run_1/clock_nets.png
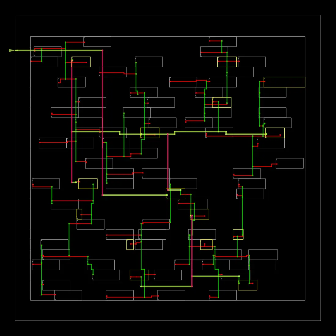
run_1/class_map.png
(4 px per µm) Fill, decap, tap and diode cells in grey.
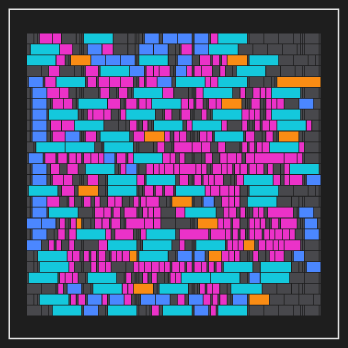
run_1/pinout.png
(3 px per µm) Pins as bars across the die edge, other pins in grey.
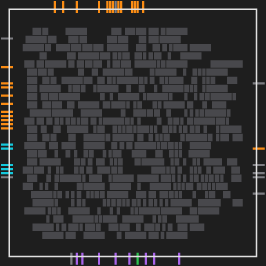
Design spi_flash_burst_reader, sky130hd; sources not shown.
==> flow_summary.html <==
<!-- implementation run metrics -->
<table>
<tr><th>Metric</th><th>Value</th></tr>
<tr><th colspan="2">Cells and area</th></tr>
<tr><td>Flip-flop count of the largest register after layout</td><td>31</td></tr>
<tr><td>Area grow syn2layout</td><td>25.3%</td></tr>
<tr><td>Clock Network Area Fraction</td><td>5.31%</td></tr>
<tr><td>Count of non-filler cells in the finished layout</td><td>489</td></tr>
<tr><td>Fraction of area in multi-input gates</td><td>36.9%</td></tr>
<tr><td>Inverters</td><td>39</td></tr>
<tr><td>Total of plain and repair buffers excluding clock buffers</td><td>53</td></tr>
<tr><td>Non-clock buffering overhead in the final layout</td><td>14.1%</td></tr>
<tr><td>Dominant class by area</td><td>sequential cells</td></tr>
<tr><td>Antenna cell count</td><td>0</td></tr>
<tr><td>Most common cell after layout, fill and taps aside</td><td>sky130_fd_sc_hd__dfxtp_1</td></tr>
<tr><td>Number of nets in the final layout</td><td>451</td></tr>
<tr><th colspan="2">Clocking</th></tr>
<tr><td>Number of buffers added by the clock tree synthesis step</td><td>9</td></tr>
<tr><td>Maximum clock path buffer count</td><td>2</td></tr>
<tr><td>Root Buffer Master</td><td>sky130_fd_sc_hd__clkbuf_8</td></tr>
<tr><td>Later-pin clock latency in the skew report</td><td>0.34 ns</td></tr>
<tr><td>Gates resized, CTS repair</td><td>6</td></tr>
<tr><td>CTS tree</td><td>done</td></tr>
<tr><td>Level count of the clock H-tree</td><td>3</td></tr>
<tr><td>Number of hold buffers added after CTS</td><td>0</td></tr>
<tr><td>Total setup buffers inserted after CTS</td><td>1</td></tr>
<tr><td>Clock-pin slew on the worst setup and hold paths</td><td>0.07 ns</td></tr>
<tr><th colspan="2">Timing</th></tr>
<tr><td>Remaining max-slew budget at the tightest pin</td><td>74.2%</td></tr>
<tr><td>Transition time of the tightest slew-check pin</td><td>0.388 ns</td></tr>
<tr><td>Final total negative setup slack</td><td>0 ns</td></tr>
<tr><td>Min Clock Period, post-route</td><td>1.83 ns</td></tr>
<tr><td>Unrepaired setup endpoints after global routing</td><td>no</td></tr>
<tr><td>PnR worst setup slack</td><td>0.0835 ns</td></tr>
<tr><td>Count of pins over their slew limit</td><td>0</td></tr>
<tr><td>Final Hold Slack</td><td>0.456 ns</td></tr>
<tr><td>Fmax achieved</td><td>548 MHz</td></tr>
<tr><th colspan="2">Global route</th></tr>
<tr><td>GR Layer Usage met3</td><td>5.59%</td></tr>
<tr><td>Number of global-route vias before repair</td><td>2455</td></tr>
<tr><td>Layer carrying the most global-route usage</td><td>met2</td></tr>
<tr><td>Met1 capacity usage during global routing</td><td>24.2%</td></tr>
<tr><td>Aggregate global-route resource usage</td><td>20.8%</td></tr>
<tr><th colspan="2">Status</th></tr>
<tr><td>Run status</td><td>finished, final reports clean</td></tr>
<tr><th colspan="2">Power and ir drop</th></tr>
<tr><td>Total power per unit cell area</td><td>832 mW/mm²</td></tr>
<tr><td>Overall Power</td><td>0.00302 W</td></tr>
<tr><td>Top power group</td><td>registers</td></tr>
<tr><td>Peak VDD IR</td><td>0.604 mV</td></tr>
<tr><td>Sw Pwr</td><td>0.000763 W</td></tr>
<tr><td>Power of the clock network</td><td>0.00116 W</td></tr>
<tr><td>Internal Dissipation</td><td>0.00226 W</td></tr>
<tr><td>Seq pwr</td><td>0.00149 W</td></tr>
<tr><td>Comb power frac</td><td>12.3%</td></tr>
<tr><td>Fraction of power consumed by the clock network</td><td>38.3%</td></tr>
<tr><td>Proportion of power drawn by flip-flops and latches</td><td>49.4%</td></tr>
<tr><th colspan="2">Logic synthesis</th></tr>
<tr><td>Simple-Gate Area Share</td><td>23.1%</td></tr>
<tr><td>Post-synthesis sequential area ratio</td><td>46.3%</td></tr>
<tr><td>Instance count of the mapped netlist</td><td>363</td></tr>
<tr><td>Total standard cell area after synthesis</td><td>0.00290 mm²</td></tr>
<tr><td>Share of the synthesized area in the top cell type</td><td>46.3%</td></tr>
<tr><td>Number of standard cells reported by yosys</td><td>363</td></tr>
<tr><td>Yosys top cell by area</td><td>sky130_fd_sc_hd__dfxtp_1</td></tr>
<tr><td>Yosys Warn Count</td><td>0</td></tr>
<tr><td>Yosys chip area</td><td>0.00290 mm²</td></tr>
<tr><td>Adders+Majority by Area</td><td>1.30%</td></tr>
<tr><td>Largest combinational cell category by area</td><td>simple AND/OR/NAND/NOR gates</td></tr>
<tr><td>XOR/XNOR Area Share</td><td>1.21%</td></tr>
<tr><td>Post-Synthesis Net Count</td><td>399</td></tr>
<tr><td>Average cell area after synthesis</td><td>7.98 µm²</td></tr>
<tr><th colspan="2">Setup path</th></tr>
<tr><td>Ordered list of cells on the worst path</td><td>inv_2, nand2_4, clkdlybuf4s50_1</td></tr>
<tr><td>Largest stage delay on the critical path</td><td>0.55 ns</td></tr>
<tr><td>Type of origin of the critical path</td><td>register</td></tr>
<tr><td>Count of buffer and inverter cells on the critical path</td><td>2</td></tr>
<tr><td>FF-to-FF path depth</td><td>9</td></tr>
<tr><td>Cell class contributing the biggest share of worst-path delay</td><td>buffers and inverters</td></tr>
<tr><td>WP data arrival</td><td>1.44 ns</td></tr>
<tr><td>CP max FO</td><td>5</td></tr>
<tr><td>CP Capture Type</td><td>primary output</td></tr>
<tr><th colspan="2">Detailed routing</th></tr>
<tr><td>DRC violation total after the first TritonRoute iteration</td><td>159</td></tr>
<tr><td>Number of remaining DRC errors</td><td>0</td></tr>
<tr><td>Per-cell via count in the routed design</td><td>5.31</td></tr>
<tr><td>Tally of nets with antenna violations remaining after routing</td><td>0</td></tr>
<tr><td>Via count of the routed design</td><td>2598</td></tr>
<tr><td>Detailed-route wire length</td><td>6.22 mm</td></tr>
<tr><td>Number of search-and-repair iterations in the first detailed-routing pass</td><td>5</td></tr>
<tr><th colspan="2">Placement</th></tr>
<tr><td>Placed wire-length estimate</td><td>4.40 mm</td></tr>
<tr><td>Final RePlAce weighted congestion</td><td>0.907</td></tr>
<tr><td>Placed Cells</td><td>473</td></tr>
<tr><td>Pre-CTS worst setup slack</td><td>0.122 ns</td></tr>
<tr><th colspan="2">Job</th></tr>
<tr><td>Tool warnings</td><td>27</td></tr>
<tr><th colspan="2">Hold path</th></tr>
<tr><td>WHS Path Cells</td><td>2</td></tr>
<tr><th colspan="2">Floorplan</th></tr>
<tr><td>Area enclosed by the die boundary</td><td>0.00671 mm²</td></tr>
<tr><td>Floorplan Utilization</td><td>55.6%</td></tr>
<tr><td>IO Pins</td><td>47</td></tr>
</table>
About clock_nets.png:
number of clock buffer instances in the layout: 11
maximum clock skew at final layout: 0.00954 ns
number of sequential cells in the layout: 67
clock sink count: 67

About class_map.png:
blue -> remaining buffers and delay cells  # cells 53, share of their area 14%
magenta -> remaining logic cells  # cells 284, share of their area 42%
cyan -> registers  # cells 67, share of their area 38%
orange -> clock drivers and dummy loads  # cells 15, share of their area 5.4%
fin util: 69.7%
core outline area: 0.00520 mm²
cell area after layout: 0.00363 mm²
share of cell area taken by flip-flops and latches: 37.1%
Site Rows: 26

About pinout.png:
purple -> o_DATA  # pins 8, direction output, edge bottom
cyan -> i_LEN  # pins 5, direction input, edge left
orange -> i_ADDRESS  # pins 24, direction input, edge 13 top, 10 left, 1 right
green -> i_START  # pins 1, direction input, edge bottom
all pins by edge = 17 left, 14 top, 10 bottom, 6 right
IO buf count: 46
floorplan die width: 81.9 µm

## run 1: routing by layer
metal / routed length [µm] / up-vias
met4: 119 / 0
met2: 2960 / 68
met5: 0 / -
met1: 2790 / 1201
met3: 344 / 12
li1: - / 1317
## run 1: Yosys cell counts, drive strengths merged
| cell type | count |
|---|---|
| xnor2 | 2 |
| nand2 | 61 |
| nor4 | 1 |
| ha | 3 |
| nand3 | 17 |
| a31oi | 5 |
| inv | 38 |
| o21ai | 34 |
| a21oi | 33 |
| dfxtp | 67 |
| nand4 | 2 |
| xor2 | 2 |
| nor2 | 54 |
| nor3 | 5 |
| buf | 8 |
| a22oi | 21 |
| clkinv | 1 |
| clkbuf | 4 |
| o22ai | 4 |
| or2 | 1 |
Power is estimated from default activity; no workload was simulated.
